===== src/rtl/axi_arb_pkg.sv =====
// Shared types and defaults for the transmit round-robin arbiter.
// Holds the channel state encoding and the default requester count.
package axi_arb_pkg;

   typedef enum logic {
      IDLE = 1'b0,
      SEND = 1'b1
   } arb_state_t;

   localparam int NREQ_DEF  = 4;
   localparam int WIDTH_DEF = 8;

endpackage


===== src/rtl/rr_picker.sv =====
// Round-robin winner search, purely combinational.
// Ports: req (requests), last_owner (previous grant) -> any, winner.
module rr_picker
   import axi_arb_pkg::*;
#(
   parameter int NREQ = NREQ_DEF
) (
   input  logic [NREQ-1:0]         req,
   input  logic [$clog2(NREQ)-1:0] last_owner,
   output logic                    any,
   output logic [$clog2(NREQ)-1:0] winner
);

   localparam int IW = $clog2(NREQ);

   // Walk offsets from farthest to nearest so the
   // nearest requester after last_owner is written last.
   always_comb begin
      int idx;
      any    = 1'b0;
      winner = '0;
      idx    = 0;
      for (int i = NREQ; i >= 1; i--) begin
         idx = (int'(last_owner) + i) % NREQ;
         if (req[IW'(idx)]) begin
            any    = 1'b1;
            winner = IW'(idx);
         end
      end
   end

endmodule


===== src/rtl/tx_rr_arbiter.sv =====
// Round-robin transmit arbiter driving a registered VALID/READY bus.
// Ports: ACLK, ARESETn, req, req_data, ack, VALID, READY, xDATA, owner,
// busy; lock only when TX_ARB_LOCK_EN is defined.
module tx_rr_arbiter
   import axi_arb_pkg::*;
#(
   parameter int WIDTH = WIDTH_DEF,
   parameter int NREQ  = NREQ_DEF
) (
   input  logic                    ACLK,
   input  logic                    ARESETn,
   input  logic [NREQ-1:0]         req,
   input  logic [NREQ*WIDTH-1:0]   req_data,
   output logic [NREQ-1:0]         ack,
   output logic                    VALID,
   input  logic                    READY,
`ifdef TX_ARB_LOCK_EN
   input  logic [NREQ-1:0]         lock,
`endif
   output logic [WIDTH-1:0]        xDATA,
   output logic [$clog2(NREQ)-1:0] owner,
   output logic                    busy
);

   localparam int IW = $clog2(NREQ);

   arb_state_t       state_q, state_d;
   logic [WIDTH-1:0] data_q, data_d;
   logic [IW-1:0]    owner_q, owner_d;
   logic [IW-1:0]    last_q, last_d;
   logic [IW-1:0]    base, pick_w, sel;
   logic             pick_any, arm_q;
   logic             hs, locked, load;
   logic [WIDTH-1:0] slot [NREQ];

   for (genvar g = 0; g < NREQ; g++) begin : g_slot
      assign slot[g] = req_data[g*WIDTH +: WIDTH];
   end

   // A load in SEND only happens on the handshake, where the
   // finishing owner becomes last_owner in that same cycle.
   assign base = (state_q == SEND) ? owner_q : last_q;

   rr_picker #(
      .NREQ(NREQ)
   ) u_pick (
      .req       (req),
      .last_owner(base),
      .any       (pick_any),
      .winner    (pick_w)
   );

   always_comb begin
      state_d = state_q;
      data_d  = data_q;
      owner_d = owner_q;
      last_d  = last_q;
      ack     = '0;
      hs      = (state_q == SEND) && READY;
      locked  = 1'b0;
`ifdef TX_ARB_LOCK_EN
      locked  = hs && lock[owner_q] && req[owner_q];
`endif
      sel     = locked ? owner_q : pick_w;
      // arm_q holds off the very first edge after reset release.
      load    = arm_q && (locked || pick_any) &&
                ((state_q == IDLE) || hs);
      if (hs) begin
         state_d = IDLE;
         if (!locked) begin
            last_d = owner_q;
         end
      end
      if (load) begin
         state_d = SEND;
         data_d  = slot[sel];
         owner_d = sel;
         ack     = NREQ'(1) << sel;
      end
   end

   always_ff @(posedge ACLK or negedge ARESETn) begin
      if (!ARESETn) begin
         state_q <= IDLE;
         data_q  <= '0;
         owner_q <= '0;
         last_q  <= IW'(NREQ - 1);
         arm_q   <= 1'b0;
      end else begin
         state_q <= state_d;
         data_q  <= data_d;
         owner_q <= owner_d;
         last_q  <= last_d;
         arm_q   <= 1'b1;
      end
   end

   assign VALID = (state_q == SEND);
   assign busy  = (state_q == SEND);
   assign xDATA = data_q;
   assign owner = owner_q;

endmodule

===== config.mk =====
export PLATFORM = sky130hd
export DESIGN_NAME = tx_rr_arbiter
export DESIGN_NICKNAME = d
export VERILOG_FILES = /design/src/rtl/axi_arb_pkg.sv /design/src/rtl/rr_picker.sv /design/src/rtl/tx_rr_arbiter.sv
export SDC_FILE = /design/constraint.sdc
export NUM_CORES = 1
export LEC_CHECK = 0
export CAP_MARGIN = 10
export CORE_MARGIN = 2
export CORE_UTILIZATION = 33
export DETAILED_ROUTE_END_ITERATION = 12
export HOLD_SLACK_MARGIN = 0.06
export MAX_ROUTING_LAYER = met4
export PLACE_DENSITY = 0.76
export SLEW_MARGIN = 40
export SYNTH_ARGS = -nofsm -noshare
export SYNTH_HDL_FRONTEND = slang
export SYNTH_HIERARCHICAL = 1
export SYNTH_SLANG_ARGS = --single-unit

===== constraint.sdc =====
create_clock -name ACLK -period 2.1 [get_ports ACLK]
set_clock_uncertainty 0.15 [all_clocks]
set_input_delay 0.42 -clock ACLK [delete_from_list [all_inputs] [get_ports ACLK]]
set_output_delay 0.42 -clock ACLK [all_outputs]
set_load 0.1 [all_outputs]

==> summary.txt <==
Notes on the flow outputs.

- The part of the total power dissipated in the clock network is 7.4%.
- The top metal layer carrying routed signals is met4.
- The category of the worst setup path capture point is an output pin.
- The cell sequence reported for the critical path is buf_4, mux2_2, inv_1, a31oi_1, a21oi_2, buf_4, nor3b_4, buf_12.
- The largest voltage drop on the vdd net reads approximately 0.0012 V.
- The proportion of power drawn by combinational gates is 74.3%.
- In the per-layer summary, the met1 wirelength comes to 965 um.
- The area added between synthesis and finish is 94.0%.
- The post-synth design cell area is 900 um^2.
- The hold buffer count at CTS is 0.
- The share of Yosys cell area claimed by the top area cell type is around a third.
- The gate-level netlist out of Yosys references 26 unique cell types.
- The run finished, with violations left.
- The smallest hold slack is about 0.37 ns.
- The launching point of the worst reg2reg path reads VALID.
- The number of iterations in the first detailed-routing pass is 5.
- The slack of the worst reg-to-reg path reads -0.47 ns.
- The share of the core area taken by cells at floorplan is 35.7%.
- The worst path required time reads around 1.5 ns.
- The HPWL reported at the end of detailed placement reads 2030 um.
- The CTS buffer count is 3.
- For reference, the top cells by area after synthesis are sky130_fd_sc_hd__dfrtp_1 33%, sky130_fd_sc_hd__mux4_2 13%, sky130_fd_sc_hd__mux2_2 11%.
- The post-place instance area reads between 1500 and 2000 um^2.
- Setup repair after global routing could not meet its margin everywhere.
- The count of final max-slew check failures is 0.
- Per the post-place timing report, worst setup slack is -0.511 ns.
- In the layout the commonest cells are 38 x sky130_fd_sc_hd__clkdlybuf4s50_1, 24 x sky130_fd_sc_hd__buf_4, 9 x sky130_fd_sc_hd__dfrtp_1.
- The TritonCTS clock tree is yes.
- The critical path startpoint is VALID.
- After synthesis, the design contains ~65 cells according to Yosys.
- The maximum buffer depth of the clock tree is 2.
- The instance count of the mapped netlist is approximately 65.
- The power per cell area reads between 1500 and 2000 nW/um^2.
- The critical path's largest stage delay reads 0.49 ns.
- The first global-routing pass estimated between 4000 and 5000 um of wire.
- The category of the most critical setup path reads flop to output pin.
- The fmax reads 0.372 GHz.
- STA lists the maximum fanout along the critical path as 3.
- Post-route period utilization is reported as 128%.
- The number of violations reported at the end of detailed-routing iteration 0 is 10.
- The largest net degree at the start of global routing is 15.
- For this run, the number of Yosys warnings is 6.
- Once placement completed, the tool counted placed cells totaling 161.
- The total met3 wirelength after detailed routing reads between 200 and 250 um.
- The fraction of final layout cells sized beyond drive strength 1 is a little over 50%.
- The max-capacitance violation count reads 0.
- The transition time recorded at the tightest slew-check pin is 0.673 ns.
- The share of the Yosys chip area taken by registers is 39.2%.
- Across all checked pins, the minimum headroom to the slew limit is 55.0%.
- The CTS H-tree depth reads 1.
- Per the post-synthesis report, the nets total 104.
- The chip area line in the Yosys stat output reads 900 um^2.
- The routed wire length reads 2540 um.
- The sequential power share reads 18.3%.
- The script logs the mean routed wire length per placed instance as 15.2 um.
- The internal power consumption reads 1.26 mW.
- The category of the worst setup path launch point is a flop.
- The final instance area reads ~1700 um^2.
- Per the CTS log, the root buffer master is sky130_fd_sc_hd__clkbuf_4.
- The DRC violation total left in the routed layout is recorded as 0.
- The final reports fail on negative setup slack.
- According to the floorplan report, the die height is 56.2 um.
- The post-synthesis register bit count is 14.
- After detailed routing, the number of vias per cell comes to 5.14.
- Global routing finished with a remaining overflow of 0.
- In this run the most critical hold path is launched from xDATA[1].
- The number of fill cells in the layout reads 194.
- The library cell occupying the most area in the post-synthesis netlist reads sky130_fd_sc_hd__dfrtp_1.
- The via total after detailed routing reads between 800 and 900.
- The number of antenna violations at the first check in global routing reads 0.
- The clock period minus worst slack reads 2.69 ns.
- The setup TNS is -5.29 ns.
- The switching power of the nets is 1.36 mW.
- Net switching is between 50% and 60% of the power.
- Summed over all routing layers, the global router reports a total usage of 17.4%.
- The die is 56.2 um wide.
- The number of antenna cells inserted is 0.
- The number of warnings in the stage logs reads 29.
- The worst-case setup margin in the final layout reads -0.585 ns.
- The cell type of the slowest stage on the worst timing path reads sky130_fd_sc_hd__dfrtp_4.
- The end-of-flow timing check tallies setup violations at 12.
- The leakage power summed over all cells is 0.750 nW.
- The clock sink count is 14.
- The cell type with the highest occurrence count on the critical path is sky130_fd_sc_hd__buf_4.
- The number of cells traversed by the worst hold path is 1.
- On the critical path the data arrives at 2.12 ns.
- The depth of the worst register-to-register path is 8.
- The number of placement rows is 18.
- The worst min-delay path category is flop to flop.
- The number of global-route vias before repair was 957.
- The total power after layout is 2.62 mW.
- The final layout contains 177 nets.
- The final count of hold timing violations reads 0.
- The clock-pin slew of the registers on the worst-case setup and hold paths reads around 0.090 ns.
- The tally of nets with antenna violations remaining after routing reads 0.
- The average cell area after synthesis is between 10 and 15 um^2.
- Per the gpl log, the routability congestion estimate is between 0.7 and 0.8.
- The total length of routed met2 wires reads ~1400 um.
- The full die area reads 3160 um^2.
==> cell usage after synthesis <==
cell type and number:
sky130_fd_sc_hd__inv_1 1, sky130_fd_sc_hd__buf_6 1, sky130_fd_sc_hd__nand3_1 1, sky130_fd_sc_hd__mux2_4 5
sky130_fd_sc_hd__and2b_1 1, sky130_fd_sc_hd__nor3_1 1, sky130_fd_sc_hd__dfstp_2 2, sky130_fd_sc_hd__mux2i_1 1
sky130_fd_sc_hd__nand2b_1 4, sky130_fd_sc_hd__o221ai_2 1, sky130_fd_sc_hd__and3_2 1, sky130_fd_sc_hd__nor3b_1 2
sky130_fd_sc_hd__nand2_1 4, sky130_fd_sc_hd__mux4_2 5, sky130_fd_sc_hd__conb_1 1, sky130_fd_sc_hd__nor2_1 2
sky130_fd_sc_hd__dfrtp_1 12, sky130_fd_sc_hd__buf_4 1, sky130_fd_sc_hd__buf_1 1, sky130_fd_sc_hd__a21oi_2 1
sky130_fd_sc_hd__a21oi_1 2, sky130_fd_sc_hd__mux4_1 3, sky130_fd_sc_hd__a31oi_1 1, sky130_fd_sc_hd__buf_2 1
sky130_fd_sc_hd__mux2_2 9, sky130_fd_sc_hd__nor2b_1 1
==> worst max-delay path: cells and delay by family (launching register included) <==
kind	cells	cell delay, ns
DFF	1	0.49
muxes	1	0.30
and+or+nand+nor	1	0.23
AOI/OAI and AO/OA	2	0.26
buffers and inverters	4	0.56
==> kinds of logic (layout without fill, tap and decap cells) <==
group | Yosys count | count (layout) | share of synthesized area (%)
buffers and inverters | 5 | 77 | 3.48
AOI/OAI and AO/OA | 5 | 5 | 4.45
and+or+nand+nor | 17 | 17 | 10.4
other | 1 | 1 | 0.417
muxes | 23 | 23 | 42.0
DFF | 14 | 14 | 39.2
==> power groups by stage <==
stage	Clock (mW)	Sequential, mW	Combinational, mW
3_5_place_dp	0	0.486	1.90
3_3_place_gp	0	0.481	1.88
4_1_cts	0.199	0.482	1.95
2_1_floorplan	0	1.22	0.651
5_1_grt	0.215	0.499	2.01
6_report	0.195	0.479	1.95
==> cell type report <==
class | count | area (um^2) | area share [%]
repair buffers | 72 | 734 | 42.1
multi-input cells | 46 | 572 | 32.8
flip-flops and latches | 14 | 362 | 20.7
well taps | 30 | 37.5 | 2.15
clock buffers | 4 | 36.3 | 2.08
inverters | 1 | 3.75 | 0.215
==> path summary, 6_finish.rpt <==
| kind | to |
|---|---|
| max in group asynchronous | owner[1] |
| min | xDATA[1] |
| max reg2reg | xDATA[2] |
| max | ack[2] |
| min reg2reg | xDATA[1] |
| min in group asynchronous | xDATA[5] |
==> timing repair <==
action | CTS | global route
gates resized | 3 | 1
setup buffers | 3 | 0
endpoints found under the setup margin | 12 | 12
pin swaps | 2 | 2
==> flip-flops by register name, summed over array words and instances (netlist names) <==
register,count
last_q,2
arm_q,1
owner,2
xDATA,8
VALID,1
==> per-layer routing <==
metal  up-vias  global-route usage, %
li1        389                      -
met1       419                   18.8
met2        48                   31.8
met3         2                   5.35
met4         0                   3.06
met5         -                      -
Fig. 1: cell density map
Scale: 4 px per um. 11 x 11 tiles, from dark purple (low) to yellow (high), 0 to 100% covered.
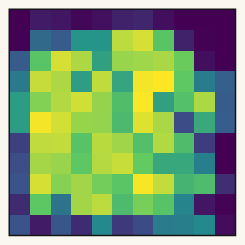
densest ninth of the die: centre
fullest tile: 100%
tiles over 75% full: 36%
mean over tiles: 54%
emptiest ninth of the die: north-east
Final Util: 69.2%
placeable core area: 2520 um^2

Fig. 2: gate families picked out
Scale: 8 px per um.
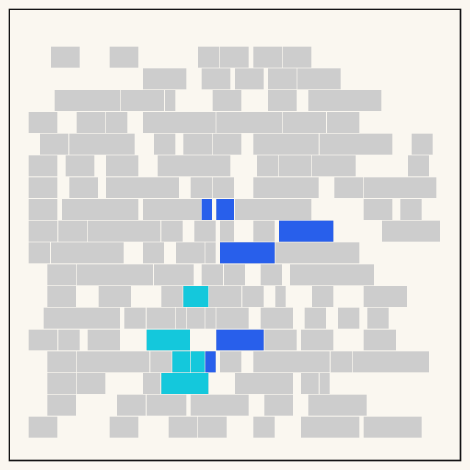
legend:
  NOR gates:
    colour: blue
    cells: 6
    where: centre
  inverting AOI/OAI gates:
    colour: cyan
    cells: 5
    where: south
non-filler instance count after layout: 167
logic share of the area: 32.8%
most common cell after layout, fill and taps aside: sky130_fd_sc_hd__clkdlybuf4s50_1

Fig. 3: sequential cells grouped by signal name
Scale: 6 px per um. Other sequential cells in the stronger grey, the rest of the logic in the fainter grey.
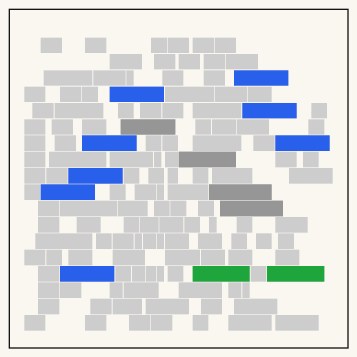
legend:
  `xDATA`:
    colour: blue
    sequential_cells: 8
  `last_q`:
    colour: green
    sequential_cells: 2
not coloured: 4
Seq. pwr: 0.479 mW
sequential share of cell area: 20.7%
register area: 362 um^2

Fig. 4: port wiring
Scale: 6 px per um.
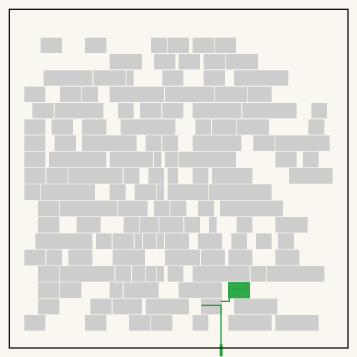
legend:
  `READY`:
    colour: green
    bits: 1
    direction: input
    edge: south
    end_cells: 2
    buffers: 1
    wire: 15.9 um
Port Buffers: 54
I/O Pins: 55

Fig. 5: clock wiring as the flow saved it
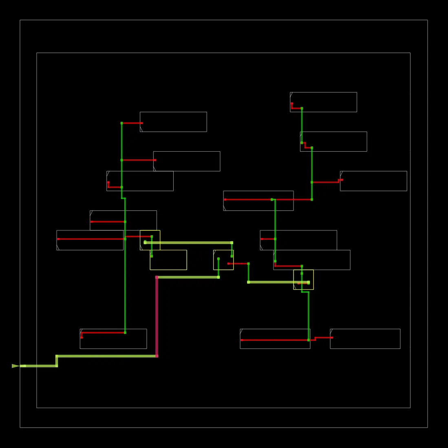
clock buf count: 4
clock insertion delay at the later pin of the skew report: 0.28 ns
power in the clock group: 0.195 mW

Power is estimated from default activity; no workload was simulated.
